$ cat src/rtl/seq_det_pkg.sv
// Shared types and defaults for the programmable serial pattern detector.
package seq_det_pkg;

    typedef enum logic [1:0] {
        IDLE  = 2'd0,
        FILL  = 2'd1,
        ARMED = 2'd2
    } state_e;

    localparam int         DEF_MAX_LEN   = 8;
    localparam int         DEF_CNT_W     = 8;
    localparam logic [7:0] DEF_PATTERN_C = 8'h0D;
    localparam int         DEF_LEN_C     = 4;
    localparam bit         DEF_OVERLAP_C = 1'b1;

    // Width needed to hold a pattern length in 0..max_len.
    function automatic int len_w(input int max_len);
        return $clog2(max_len + 1);
    endfunction

endpackage

$ cat src/rtl/seq_hist_shreg.sv
// Serial history shift register: newest bit enters at q_o[0].
module seq_hist_shreg #(
    parameter int W = 8
) (
    input  logic         clk_i,
    input  logic         clr_i,
    input  logic         en_i,
    input  logic         d_i,
    output logic [W-1:0] q_o,
    output logic [W-1:0] nxt_o
);

    logic [W-1:0] q_q;

    // Shifted value is exported so the comparator sees the incoming bit this cycle.
    assign nxt_o = {q_q[W-2:0], d_i};
    assign q_o   = q_q;

    always_ff @(posedge clk_i) begin
        if (clr_i) begin
            q_q <= '0;
        end else if (en_i) begin
            q_q <= nxt_o;
        end
    end

endmodule

$ cat src/rtl/seq_detector_param.sv
// Mealy serial pattern detector with programmable pattern, length and overlap,
// registered match pulse and saturating match counter.
module seq_detector_param
    import seq_det_pkg::*;
#(
    parameter int               MAX_LEN     = DEF_MAX_LEN,
    parameter int               CNT_W       = DEF_CNT_W,
    parameter logic [MAX_LEN-1:0] DEF_PATTERN = MAX_LEN'(DEF_PATTERN_C),
    parameter int               DEF_LEN     = DEF_LEN_C,
    parameter bit               DEF_OVERLAP = DEF_OVERLAP_C,
    localparam int              LEN_W       = len_w(MAX_LEN)
) (
    input  logic               clk,
    input  logic               reset,
    input  logic               in_valid,
    input  logic               in,
    input  logic               cfg_load,
    input  logic [MAX_LEN-1:0] cfg_pattern,
    input  logic [LEN_W-1:0]   cfg_len,
    input  logic               cfg_overlap,
    input  logic               cnt_clr,
    output logic               z,
    output logic [MAX_LEN-1:0] out,
    output logic [CNT_W-1:0]   match_count,
    output logic               armed,
    output logic               cfg_err
);

    localparam state_e RST_STATE = (DEF_LEN <= 1) ? ARMED : FILL;

    logic [MAX_LEN-1:0] pat_q;
    logic [LEN_W-1:0]   len_q;
    logic               ovl_q;
    logic               err_q;
    logic [LEN_W-1:0]   fill_q, fill_d;
    state_e             state_q, state_d;
    logic               z_q, z_d;
    logic [CNT_W-1:0]   cnt_q, cnt_d;

    logic               cfg_legal;
    logic               accept;
    logic               match;
    logic [MAX_LEN-1:0] hist_n;
    logic [MAX_LEN-1:0] cmp_mask;
    logic [LEN_W:0]     fill_inc;
    logic [LEN_W-1:0]   fill_sat;

    assign cfg_legal = (cfg_len != '0) && (cfg_len <= LEN_W'(MAX_LEN));
    assign accept    = in_valid && !cfg_load && (state_q != IDLE);

    seq_hist_shreg #(.W(MAX_LEN)) u_hist (
        .clk_i (clk),
        .clr_i (reset || cfg_load),
        .en_i  (accept),
        .d_i   (in),
        .q_o   (out),
        .nxt_o (hist_n)
    );

    always_comb begin
        cmp_mask = '0;
        for (int i = 0; i < MAX_LEN; i++) begin
            cmp_mask[i] = (i < int'(len_q));
        end
    end

    // ARMED tracks fill >= len-1, so the state alone qualifies a compare.
    assign match = accept && (state_q == ARMED) &&
                   (((hist_n ^ pat_q) & cmp_mask) == '0);

    assign fill_inc = {1'b0, fill_q} + (LEN_W+1)'(1);
    assign fill_sat = (fill_inc > {1'b0, len_q}) ? len_q : fill_inc[LEN_W-1:0];

    always_comb begin
        fill_d  = fill_q;
        state_d = state_q;
        z_d     = 1'b0;
        if (cfg_load) begin
            fill_d = '0;
            if (!cfg_legal) begin
                state_d = IDLE;
            end else if (cfg_len == LEN_W'(1)) begin
                state_d = ARMED;
            end else begin
                state_d = FILL;
            end
        end else if (accept) begin
            z_d    = match;
            fill_d = (match && !ovl_q) ? '0 : fill_sat;
            state_d = (fill_d >= len_q - LEN_W'(1)) ? ARMED : FILL;
        end
    end

    always_comb begin
        cnt_d = cnt_q;
        if (cnt_clr) begin
            cnt_d = '0;
        end else if (match && (cnt_q != '1)) begin
            cnt_d = cnt_q + CNT_W'(1);
        end
    end

    always_ff @(posedge clk) begin
        if (reset) begin
            state_q <= RST_STATE;
            fill_q  <= '0;
            z_q     <= 1'b0;
            cnt_q   <= '0;
        end else begin
            state_q <= state_d;
            fill_q  <= fill_d;
            z_q     <= z_d;
            cnt_q   <= cnt_d;
        end
    end

    // An illegal load keeps the previous config; only the error flag changes.
    always_ff @(posedge clk) begin
        if (reset) begin
            pat_q <= DEF_PATTERN;
            len_q <= LEN_W'(DEF_LEN);
            ovl_q <= DEF_OVERLAP;
            err_q <= 1'b0;
        end else if (cfg_load) begin
            if (cfg_legal) begin
                pat_q <= cfg_pattern;
                len_q <= cfg_len;
                ovl_q <= cfg_overlap;
                err_q <= 1'b0;
            end else begin
                err_q <= 1'b1;
            end
        end
    end

    assign z           = z_q;
    assign match_count = cnt_q;
    assign armed       = (state_q == ARMED);
    assign cfg_err     = err_q;

endmodule

$ cat config.mk
export PLATFORM = sky130hd
export DESIGN_NAME = seq_detector_param
export DESIGN_NICKNAME = d
export VERILOG_FILES = /design/src/rtl/seq_det_pkg.sv /design/src/rtl/seq_hist_shreg.sv /design/src/rtl/seq_detector_param.sv
export SDC_FILE = /design/constraint.sdc
export NUM_CORES = 1
export LEC_CHECK = 0
export CAP_MARGIN = 20
export CORE_MARGIN = 3
export CORE_UTILIZATION = 45
export DETAILED_ROUTE_END_ITERATION = 8
export PLACE_DENSITY = 0.7
export SYNTH_ARGS = -nofsm -noshare
export SYNTH_HDL_FRONTEND = slang
export SYNTH_SLANG_ARGS = --single-unit
$ cat constraint.sdc
create_clock -name clk -period 4.2 [get_ports clk]
set_input_delay 0.63 -clock clk [delete_from_list [all_inputs] [get_ports clk]]
set_output_delay 0.63 -clock clk [all_outputs]
set_load 0.005 [all_outputs]
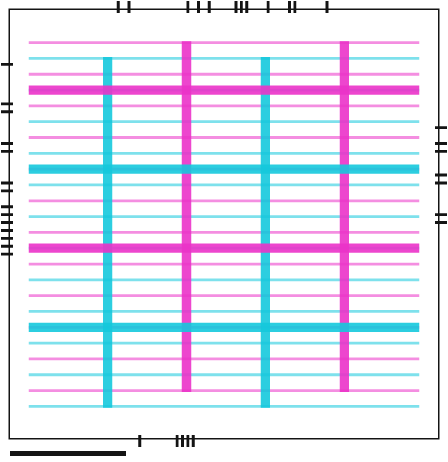
run_1/pdn.png
Scale bar: 20 µm. Pins as bars on the die edge.
VDD -> magenta
VSS -> cyan
met5 straps = 4
signal pins = 38
rows = 23
met1 rails = 24
met4 straps = 4
core area: 0.004202 mm²
die width: 73.61 µm

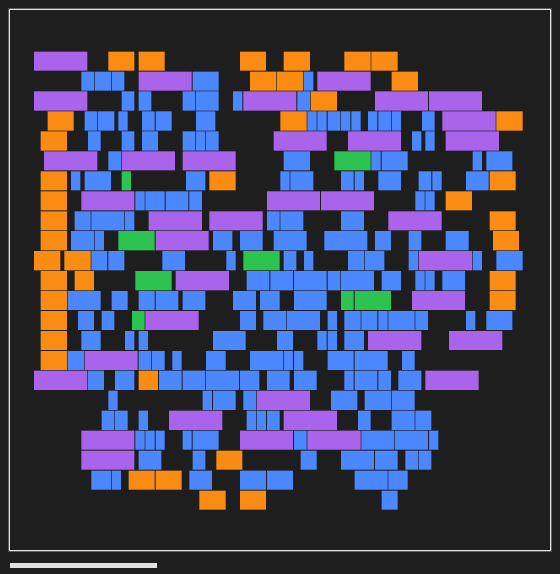
run_1/cell_classes.png
Scale bar: 20 µm.
clock drivers and dummy loads -> green  # cells 8
all other logic -> blue  # cells 184
flip-flops -> purple  # cells 37
other buffers and delay cells -> orange  # cells 39
sequential cell area share: 29.67%
Cell Rows: 23
post-route cell area: 0.002496 mm²
final core utilization: 59.41%

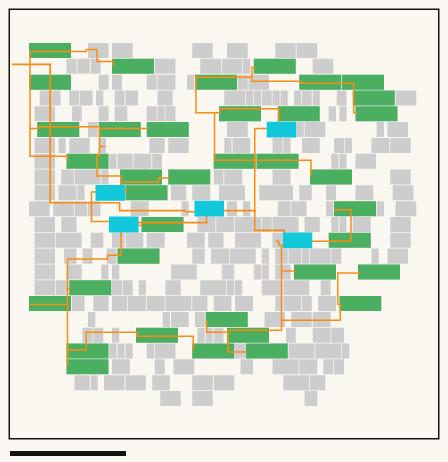
run_1/clock_map.png
Scale bar: 20 µm.
cells driving clock nets -> cyan  # count 5
clock wires -> orange  # length 456 µm
flip-flops -> green  # count 37
flops lie = all over the die
routed clock nets = 6
P_clk: 0.237 mW
clk_lat worst skew: 280 ps
clock skew: 5.671 ps
part of the power in the clock network: 33.1%

==> changes_impl.md, run 1 <==
### Metrics

- Synthesis area per yosys: 0.002057 mm²
- Comb power: 0.105 mW
- Worst Max-Slew Pin Slew: 806.9 ps
- RSZ-0062 raised after global routing: false
- Vias in the first global route: 1644
- Post-synth ARST share: 0%
- # port buffers: 37
- Yosys simple share: 21.05%
- Final Hold Violation Tally: 0
- Outcome: finished clean
- Number of fill cells: 395
- WP data required: 4330 ps
- Max Clock Freq: 294.1 MHz
- Hold Crit Class: flop to flop
- Antenna Violating Nets Remaining: 0
- Detailed Place HPWL: 3307 µm
- Post-DP Area: 0.002406 mm²
- Top cells by count: 37 x dfxtp_1, 25 x nand2_1, 19 x nor2_1
- R2r endpoint: state_q[1]$_SDFFE_PP0P_
- Worst setup SP type: flop
- Top Layout Cells: 37 x dfxtp_1, 37 x clkdlybuf4s50_1, 25 x nand2_1
- Num CTS Buffers: 5
- Chip area: 0.005418 mm²
- GR Util met1: 24.68%
- Kind of critical path: flop to flop
- Post-synth EDFFs: 0
- R2R depth: 14
- Sw frac: 25.62%
- Via-per-instance ratio: 5.509
- Largest stage delay on the critical path: 540 ps
- Tot GR Track Use: 17.56%
- RR Startpoint: len_q[3]$_SDFFE_PP0P_
- Mux frac, synth: 6.326%
- Setup crit end: state_q[1]$_SDFFE_PP0P_
- Clock Sinks: 37
- CTS max path bufs: 2
- Yosys reg bits: 37
- TNS Setup: 0 ps
- Synth Seq Share: 36.01%
- Hold-fix buffers at CTS: 0
- Cell Type Count: 45
- Seq_cells: 37
- Setup ws final: 799.8 ps
- Crit-path cells: inv_1, ha_1, and4_1, a21oi_1, a31o_2, mux2i_1, nand2_1, ha_1, nand2b_1, a21o_1, a21o_1, a211o_1, o21ai_0, a21oi_1
- Yosys top cell by area: dfxtp_1
- Cell area leaders: dfxtp_1 36%, ha_1 7.9%, mux2i_1 6.3%, xnor2_1 4.7%, nand2_1 4.6%
run_1/final_congestion.png
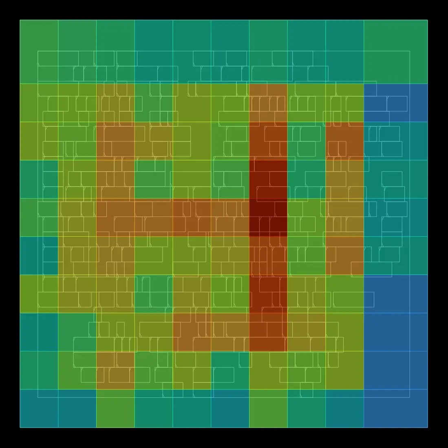

==> run 1 -> run 2 <==
--- a/config.mk
+++ b/config.mk
@@ -9,7 +9,7 @@
 export CORE_MARGIN = 3
 export CORE_UTILIZATION = 45
 export DETAILED_ROUTE_END_ITERATION = 8
-export PLACE_DENSITY = 0.7
+export PLACE_DENSITY = 0.73
 export SYNTH_ARGS = -nofsm -noshare
 export SYNTH_HDL_FRONTEND = slang
 export SYNTH_SLANG_ARGS = --single-unit
==> constraint.sdc (replaced) <==
create_clock -name clk -period 2.85 [get_ports clk]
set_input_delay 0.4275 -clock clk [delete_from_list [all_inputs] [get_ports clk]]
set_output_delay 0.4275 -clock clk [all_outputs]
set_load 0.005 [all_outputs]
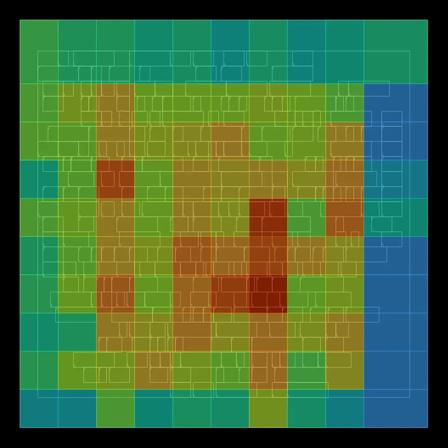
run_2/final_congestion.png
Avg WL per Cell: 14.19 µm
met3 GRT Util: 4.514%
Tot GR Track Use: 18.95%
GR Util met1: 27.77%

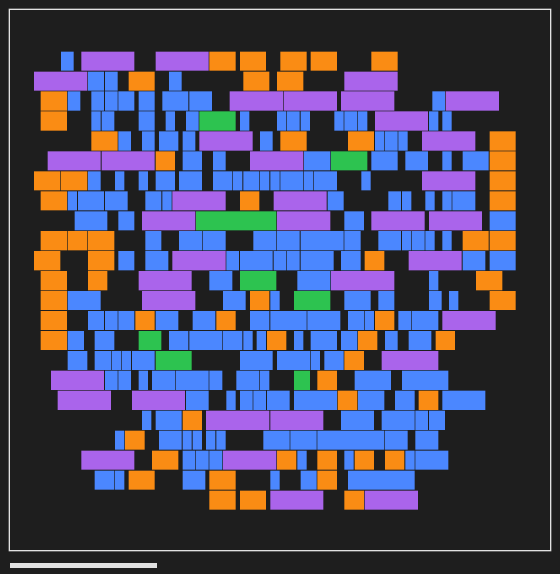
run_2/cell_classes.png
Scale bar: 20 µm.
flip-flops -> purple  # cells 37
clock drivers and dummy loads -> green  # cells 8
other buffers and delay cells -> orange  # cells 61
all other logic -> blue  # cells 184
post-route cell area: 0.002770 mm²
final core utilization: 65.93%

==> run 2 against run 1 <==
The run now ends with negative setup slack left. Non-clock buffer count up 22. Final area up 11%. Synthesized cell count unchanged. Clock-buffer cell count down 1. Global-route usage up 1.4 points. Wire length up 7.4%. Synthesized area unchanged. First-iteration DRC count up 13%. Combinational power up 78%. Core utilization up 6.5 points. Cell count up 6.9%. Hold slack worse by 1.5 ps.
==> changes_impl.md, run 2 <==
### Metrics

- P_clk: 0.463 mW
- Worst setup SP type: flop
- Detailed Place HPWL: 3507 µm
- Outcome: finished with violations
- Number of fill cells: 346
- Largest stage delay on the critical path: 370 ps
- TNS Setup: -269.4 ps
- R2R depth: 15
- Mux frac, synth: 6.326%
- Failing checks: negative setup slack
- Max Clock Freq: 332.4 MHz
- Die width: 73.61 µm
- Hold Crit Class: flop to flop
- Kind of critical path: flop to flop
- Chip area: 0.005418 mm²
- Seq_cells: 37
- Core area: 0.004202 mm²
- Setup ws final: -158.2 ps
- Hold-fix buffers at CTS: 0
- Vias in the first global route: 1645
- CTS max path bufs: 2
- WP data required: 3020 ps
- Post-DP Area: 0.002605 mm²
- Comb power: 0.187 mW
- Sw frac: 25.18%
- Final setup vio count: 2
- Worst Max-Slew Pin Slew: 526.0 ps
- Cell Rows: 23
- Yosys reg bits: 37
- Antenna Violating Nets Remaining: 0
- Clock skew: 10.10 ps
- Post-synth ARST share: 0%
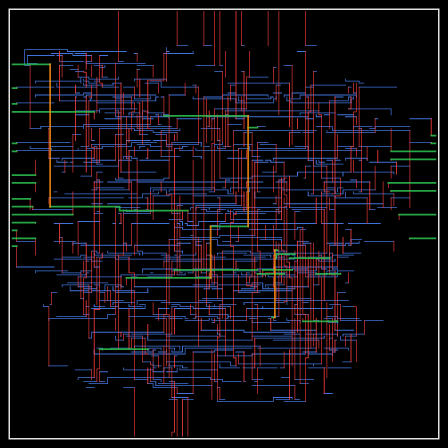
run_2/metal_stack.png
met1 -> blue  # wire length 2490 µm
met4 -> orange  # wire length 63.9 µm
met3 -> green  # wire length 215 µm
met2 -> red  # wire length 2050 µm
Total Wirelength: 4826 µm
Vias: 1814

No activity file was given, so power comes from the tool's default toggle rates.
